<file path="src/rtl/traffic_lights.sv">
// traffic_lights - lamp sequencer for a single pedestrian/vehicle crossing.
//
// Clocked at 2 kHz, so one millisecond is two cycles. In NORMAL mode the
// lamps step through RED -> RED_YELLOW -> GREEN -> GREEN_BLINK -> YELLOW.
// OFF darkens every lamp. NOTRANSITION blinks yellow. The red, yellow and
// green durations can be reprogrammed from the command port, but only while
// in NOTRANSITION.
//
// Ports:
//   clk_0m002   in   2 kHz clock, rising edge
//   srst_i      in   asynchronous active-high reset
//   cmd_type_i  in   [2:0] command code, valid with cmd_val_i
//   cmd_val_i   in   command strobe
//   cmd_data_i  in   [15:0] duration in ms for codes 3/4/5
//   red_o       out  red lamp
//   yellow_o    out  yellow lamp
//   green_o     out  green lamp
//
// Build option: define TRAFFIC_LIGHTS_OFF_CMD_EN to implement command 1 (OFF).
// Without it, code 1 is ignored in the same way as codes 6 and 7.
//
// mode / phase    | meaning
// ----------------+----------------------------------------------
// NORMAL / RED    | red lamp on for red_ms
// NORMAL / RED_YEL| red+yellow lamps on for RED_YELLOW_MS
// NORMAL / GREEN  | green lamp on for green_ms
// NORMAL / G_BLINK| green blinks (off half first), BLINK_GREEN_TIME_TICK periods
// NORMAL / YELLOW | yellow lamp on for yellow_ms
// OFF             | all lamps dark
// NOTRANS         | yellow blinks (off half first), red/green dark

module traffic_lights #(
  parameter int unsigned BLINK_HALF_PERIOD_MS  = 10,
  parameter int unsigned BLINK_GREEN_TIME_TICK = 2,
  parameter int unsigned RED_YELLOW_MS         = 15,
  parameter int unsigned DEFAULT_RED_MS        = 1000,
  parameter int unsigned DEFAULT_YELLOW_MS     = 1000,
  parameter int unsigned DEFAULT_GREEN_MS      = 1000
) (
  input  logic        clk_0m002,
  input  logic        srst_i,
  input  logic [2:0]  cmd_type_i,
  input  logic        cmd_val_i,
  input  logic [15:0] cmd_data_i,
  output logic        red_o,
  output logic        yellow_o,
  output logic        green_o
);

  typedef enum logic [1:0] {
    MODE_NORMAL,
    MODE_OFF,
    MODE_NOTRANS
  } mode_t;

  typedef enum logic [2:0] {
    PH_RED,
    PH_RED_YELLOW,
    PH_GREEN,
    PH_GREEN_BLINK,
    PH_YELLOW
  } phase_t;

  // Terminal counts are the last cycle index of each phase (2*ms - 1).
  localparam logic [16:0] HALF_TC   = 17'(2 * BLINK_HALF_PERIOD_MS - 1);
  localparam logic [16:0] RY_TC     = 17'(2 * RED_YELLOW_MS - 1);
  localparam logic [7:0]  HALF_LAST = 8'(2 * BLINK_GREEN_TIME_TICK - 1);

  mode_t       mode;
  phase_t      phase;
  logic [16:0] cnt;
  logic [7:0]  half_cnt;
  logic        blink_on;
  logic [15:0] red_ms;
  logic [15:0] yellow_ms;
  logic [15:0] green_ms;

  function automatic logic [16:0] ms_tc(input logic [15:0] ms);
    return {ms, 1'b0} - 17'd1;
  endfunction

  always_ff @(posedge clk_0m002 or posedge srst_i) begin
    if (srst_i) begin
      mode      <= MODE_NORMAL;
      phase     <= PH_RED;
      cnt       <= '0;
      half_cnt  <= '0;
      blink_on  <= 1'b0;
      red_ms    <= 16'(DEFAULT_RED_MS);
      yellow_ms <= 16'(DEFAULT_YELLOW_MS);
      green_ms  <= 16'(DEFAULT_GREEN_MS);
      red_o     <= 1'b1;
      yellow_o  <= 1'b0;
      green_o   <= 1'b0;
    end else begin
      // Lamps are decoded from the pre-edge state, so a state change made on
      // one edge shows up on the lamps at the following edge.
      red_o    <= (mode == MODE_NORMAL) &&
                  (phase == PH_RED || phase == PH_RED_YELLOW);
      yellow_o <= ((mode == MODE_NORMAL) &&
                   (phase == PH_RED_YELLOW || phase == PH_YELLOW)) ||
                  ((mode == MODE_NOTRANS) && blink_on);
      green_o  <= (mode == MODE_NORMAL) &&
                  (phase == PH_GREEN || (phase == PH_GREEN_BLINK && blink_on));

      if (cmd_val_i && cmd_type_i == 3'd0 && mode != MODE_NORMAL) begin
        mode     <= MODE_NORMAL;
        phase    <= PH_RED;
        cnt      <= '0;
        half_cnt <= '0;
        blink_on <= 1'b0;
`ifdef TRAFFIC_LIGHTS_OFF_CMD_EN
      end else if (cmd_val_i && cmd_type_i == 3'd1) begin
        mode     <= MODE_OFF;
        cnt      <= '0;
        half_cnt <= '0;
        blink_on <= 1'b0;
`endif
      end else if (cmd_val_i && cmd_type_i == 3'd2) begin
        mode     <= MODE_NOTRANS;
        cnt      <= '0;
        half_cnt <= '0;
        blink_on <= 1'b0;
      end else begin
        // Duration loads; zero keeps the previous value.
        if (cmd_val_i && mode == MODE_NOTRANS && cmd_data_i != 16'd0) begin
          case (cmd_type_i)
            3'd3:    green_ms  <= cmd_data_i;
            3'd4:    red_ms    <= cmd_data_i;
            3'd5:    yellow_ms <= cmd_data_i;
            default: ;
          endcase
        end

        case (mode)
          MODE_NORMAL: begin
            case (phase)
              PH_RED: begin
                if (cnt == ms_tc(red_ms)) begin
                  phase <= PH_RED_YELLOW;
                  cnt   <= '0;
                end else begin
                  cnt <= cnt + 17'd1;
                end
              end
              PH_RED_YELLOW: begin
                if (cnt == RY_TC) begin
                  phase <= PH_GREEN;
                  cnt   <= '0;
                end else begin
                  cnt <= cnt + 17'd1;
                end
              end
              PH_GREEN: begin
                if (cnt == ms_tc(green_ms)) begin
                  phase    <= PH_GREEN_BLINK;
                  cnt      <= '0;
                  half_cnt <= '0;
                  blink_on <= 1'b0;
                end else begin
                  cnt <= cnt + 17'd1;
                end
              end
              PH_GREEN_BLINK: begin
                if (cnt == HALF_TC) begin
                  cnt <= '0;
                  if (half_cnt == HALF_LAST) begin
                    phase    <= PH_YELLOW;
                    half_cnt <= '0;
                    blink_on <= 1'b0;
                  end else begin
                    half_cnt <= half_cnt + 8'd1;
                    blink_on <= ~blink_on;
                  end
                end else begin
                  cnt <= cnt + 17'd1;
                end
              end
              PH_YELLOW: begin
                if (cnt == ms_tc(yellow_ms)) begin
                  phase <= PH_RED;
                  cnt   <= '0;
                end else begin
                  cnt <= cnt + 17'd1;
                end
              end
              default: begin
                phase <= PH_RED;
                cnt   <= '0;
              end
            endcase
          end
          MODE_NOTRANS: begin
            if (cnt == HALF_TC) begin
              cnt      <= '0;
              blink_on <= ~blink_on;
            end else begin
              cnt <= cnt + 17'd1;
            end
          end
          default: ;
        endcase
      end
    end
  end

endmodule

</file>
<file path="config.mk">
export PLATFORM = sky130hd
export DESIGN_NAME = traffic_lights
export DESIGN_NICKNAME = d
export VERILOG_FILES = /design/src/rtl/traffic_lights.sv
export SDC_FILE = /design/constraint.sdc
export NUM_CORES = 1
export LEC_CHECK = 0
export CAP_MARGIN = 20
export CORE_MARGIN = 2
export CORE_UTILIZATION = 50
export DETAILED_ROUTE_END_ITERATION = 10
export GPL_ROUTABILITY_DRIVEN = 0
export PLACE_DENSITY = 0.77
export SLEW_MARGIN = 20
export SYNTH_ARGS = -nofsm -noshare
export SYNTH_HDL_FRONTEND = slang
export SYNTH_SLANG_ARGS = --single-unit
</file>
<file path="constraint.sdc">
create_clock -name clk_0m002 -period 4.27 [get_ports clk_0m002]
set_clock_uncertainty 0.1 [all_clocks]
set_input_delay 0.427 -clock clk_0m002 [delete_from_list [all_inputs] [get_ports clk_0m002]]
set_output_delay 0.427 -clock clk_0m002 [all_outputs]
set_load 0.02 [all_outputs]
</file>
==> notes.md <==
On the backend side, the flow ran end to end.

The net count after synthesis stands at approximately 590. Once the clock tree was built, the setup fixing pass inserted 0 buffers. The flow ran to the end, and the final reports show no timing, DRC or antenna violations. Looking at the hold checks, the worst path lands on half_cnt[7]. The instance area at placement stands at around 5600 µm². The final report lists a non-filler cell total of between 700 and 800.

The number of enable flip-flop cells stands at 0. Ranked by total area, the top cell class in this layout is logic gates. The floorplan has 37 rows. The clock passes through at most 2 buffers. The register fraction of the total cell area stands at between 30% and 40%. In this run the tightest slew margin relative to its limit is 49.70%. The via density per instance stands at 6.231. The worst register-to-register path begins at green_ms[2]. The worst VDD IR drop from the latest analysis is 0.2566 mV. For reference, the critical path is captured by half_cnt[4].

The main area contributors are dfrtp_1 (29%), mux2_2 (9.6%), dfstp_2 (9.5%), xnor2_1 (5.7%), xor2_1 (5.7%). The count of warnings emitted by yosys stands at 0. The netlist area before placement stands at between 5000 and 6000 µm². The total of buffers placed on input and output ports stands at 24.

The script parses the final routing iteration and logs DRC violations as 0. In the final layout, the multi-input gates occupy between 3000 and 4000 µm². The via count of the first global-routing pass was 4263. The report gives the cell count of the worst hold path as 1. The placed wire-length estimate stands at around 9800 µm. Per the OpenROAD floorplan log, the height of the die is 106.6 µm. The timing report notes that buffer and inverter cells on the critical path total 0.

Including well taps, the total number of placed cells is 695. Relative to the synthesized area, the layout overhead comes to 9.074%. The post-route utilization of the core is recorded as 55.90%. CTS placed an instance of clkbuf_8 at the clock tree root.

The number of iterations in the first detailed-routing pass stands at 5. Overall routing resource usage recorded by global route was 24.45%. The routed design shows a wire length per standard cell of 18.61 µm. In this run the horizontal extent of the chip is 106.6 µm. The slack of the critical path stands at about 0.79 ns. The H-tree depth stands at 3. The area fraction of the largest cell type after synthesis is 29.45%. For the worst setup path, the data arrival time is approximately 3.6 ns. The critical path's largest stage delay stands at between 0.6 and 0.7 ns. The critical path goes through nor4_1, nand4_1, xnor2_1, a22o_1, a221o_1, a31oi_1, o21ba_1, or2_1, o21ai_1. The post-synthesis register bit count stands at 81. After the first detailed-routing iteration, the DRC count stood at ~460. Multi-input gates account for 52.66% of the area.

~440 cells are multi-input combinational gates. Setup repair after global routing left no endpoint under its margin. The count of unique library cells instantiated by Yosys stands at roughly 60. The average cell area after synthesis stands at around 9.3 µm².

The report lists the number of cells resized after CTS as 0. Of the synthesized area, sequential elements account for between 30% and 40%. The finished cells cover around 5700 µm². Warnings raised by the tools during the run amount to 27. The most critical min-delay path falls under reg2reg. For reference, the final report shows the max-slew violation count at 0.

Per the layout report, the design carries 14 non-clock inverters. TritonCTS built the clock tree. The maximum fanout along the worst path stands at 10.

The required time at the endpoint of the critical path stands at 4.41 ns. The clock tree has to reach 81 sinks. The part of the cycle the worst path needs stands at slightly above 80%. The fraction of area in clock buffers and inverters stands at just over 3%. The routed design could run at a clock period as short as 3.483 ns. The synthesized netlist was found by Yosys to have between 500 and 600 cells. STA classifies the critical path startpoint as a flop. The total of clock buffers placed in the layout stands at 13. Entering global routing, the biggest net connects roughly 61 pins. The top cell type in the final layout, fill and taps aside, is dfrtp_1. The die covers ~11000 µm². Post-synth the commonest register cell is dfrtp_1. Once the floorplan was initialized, standard cells occupied approximately half of the core. The core footprint stands at between 10000 and 15000 µm². The clock insertion delay at the later pin of the skew report stands at roughly 0.37 ns.

In the final layout, the share of cells above drive strength 1 is between 15 and 20%. The worst-case reg-to-reg path depth stands at 9. During tapcell insertion the tool placed 136 well taps. The number of hold violations in the final report stands at 0. The critical path crosses 9 cells after its start point.

The count of endpoints failing setup in the final report stands at 0. Across all register-to-register paths, the minimum setup slack is around 0.79 ns. The number of violations of the max-capacitance limit stands at 0. STA lists the startpoint of the worst hold path as half_cnt[7]. The script extracted a total leakage power of around 0.0023 µW. Looking at the setup timing report, the critical path kind is reg2reg. The Yosys chip area stands at ~5300 µm². STA on the placed design reports a worst setup slack of 0.8542 ns. The power density of the placed cells stands at slightly below 600 nW/µm². The power consumption stands at 3408 µW. The layout report lists the non-clock buffer share of cell area as under 10%. The slowest stage of the critical path belongs to the cell nor4_1. The setup TNS after final layout stands at 0 ns. The layout report lists the combined flip-flop and latch area as between 2000 and 2500 µm². STA classifies the critical path endpoint as a flop. The layout has just over 900 filler cells. The number of antenna violations at the first check in global routing stands at 0. The net count of the finished layout is around 600. Among cell families on the critical path, the largest total delay comes from simple AND/OR/NAND/NOR gates. The fraction of synthesis flops using an asynchronous set or reset pin stands at 100.0%. The total of hold buffers inserted after clock tree synthesis stands at 0.

The final antenna diode tally reported by the flow is 0. For the worst reg-to-reg path, the endpoint reported by OpenROAD is half_cnt[4]. Per the synthesis report, the dominant area consumer among library cells is dfrtp_1. The worst slack on hold paths stands at between 0.4 and 0.5 ns.

The gate count after technology mapping stands at 565. In this run the worst setup path begins at green_ms[2]. The leftover overflow at the end of global routing stands at 0.

For the pin with the worst max-slew slack, the measured transition is 0.7545 ns. The final layout contains a sequential cell count of between 80 and 90. The clock input transition at the sequential cells of the worst setup and hold paths stands at roughly 0.080 ns. The maximum clock frequency stands at 287.1 MHz. By instance count after routing, the leading logic cell types are dfrtp_1 (62), mux2_2 (45), nor2_1 (44).

The number of antenna-violating nets in the routed design stands at 0. Pin placement for this block handled 25 I/O pins. The count of plain and timing-repair buffers stands at 28. The global-route wire length before repair stands at approximately 22000 µm.
-- cells in the mapped netlist, types with 6 or more instances --
| cell | count |
|---|---|
| dfrtp_1 | 62 |
| mux2_2 | 45 |
| nor2_1 | 44 |
| nand2_1 | 37 |
| xnor2_1 | 34 |
| xor2_1 | 34 |
| clkbuf_1 | 28 |
| nand3_1 | 25 |
| nor3_1 | 25 |
| o21ai_0 | 22 |
| nor4_1 | 20 |
| dfstp_2 | 19 |
| inv_1 | 14 |
| nor2b_1 | 11 |
| and3_1 | 10 |
| nand2b_1 | 9 |
| o21ai_1 | 9 |
| a21oi_1 | 8 |
| nand4_1 | 8 |
| a31oi_1 | 7 |
| nor3b_1 | 7 |
| ha_1 | 6 |
| mux2i_1 | 6 |
-- routing by layer --
| metal | part of all wire [%] | global-route usage (%) | up-vias | wire (µm) |
|---|---|---|---|---|
| met5 | 0 | 0 | - | 0 |
| met1 | 44 | 34.00 | 2167 | 5793 |
| met4 | 4.2 | 12.62 | 0 | 562 |
| met3 | 7.4 | 3.465 | 41 | 981 |
| met2 | 45 | 37.22 | 187 | 5895 |
| li1 | - | - | 2035 | - |
-- registers in the layout (all words and copies together) (netlist names) --
signal and count:
blink_on 1, green_o 1, green_ms 16, yellow_ms 16, red_ms 16, half_cnt 8, mode 1, cnt 17
red_o 1, yellow_o 1, phase 3
-- where the power goes --
group	internal (µW)	switching, µW
clock	241	278
sequential	1070	411
combinational	675	735
total	1980	1420
-- kinds of logic (layout without fill, tap and decap cells) --
group,Yosys count,in the layout,synth area share [%]
DFF,81,81,38.93
xor gates and xnor gates,68,68,11.31
and+or+nand+nor,224,224,22.52
muxes,51,51,10.76
buffers and inverters,48,58,3.729
adders and majority gates,6,6,1.425
AOI/OAI and AO/OA,87,87,11.33
layer_met4.png
Bar = 20 µm.
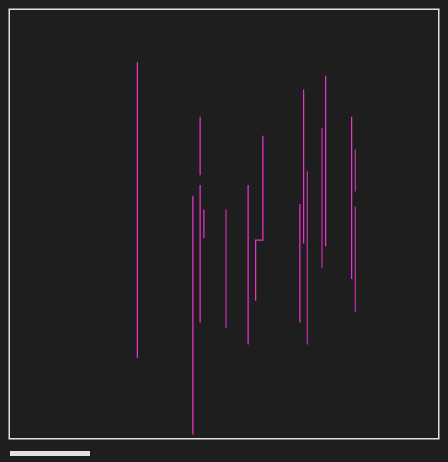
- longest straight run: 73.4 µm
- wire length on this layer: 562 µm
- main direction: vertical
total number of vias: 4430
total wirelength of the detailed-routed design: 13230 µm

clocks.png
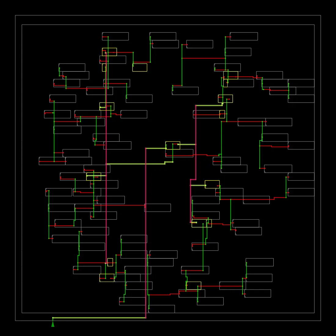
clock distribution power: 519 µW
CTS buffer count: 9

Power is estimated from default activity; no workload was simulated.
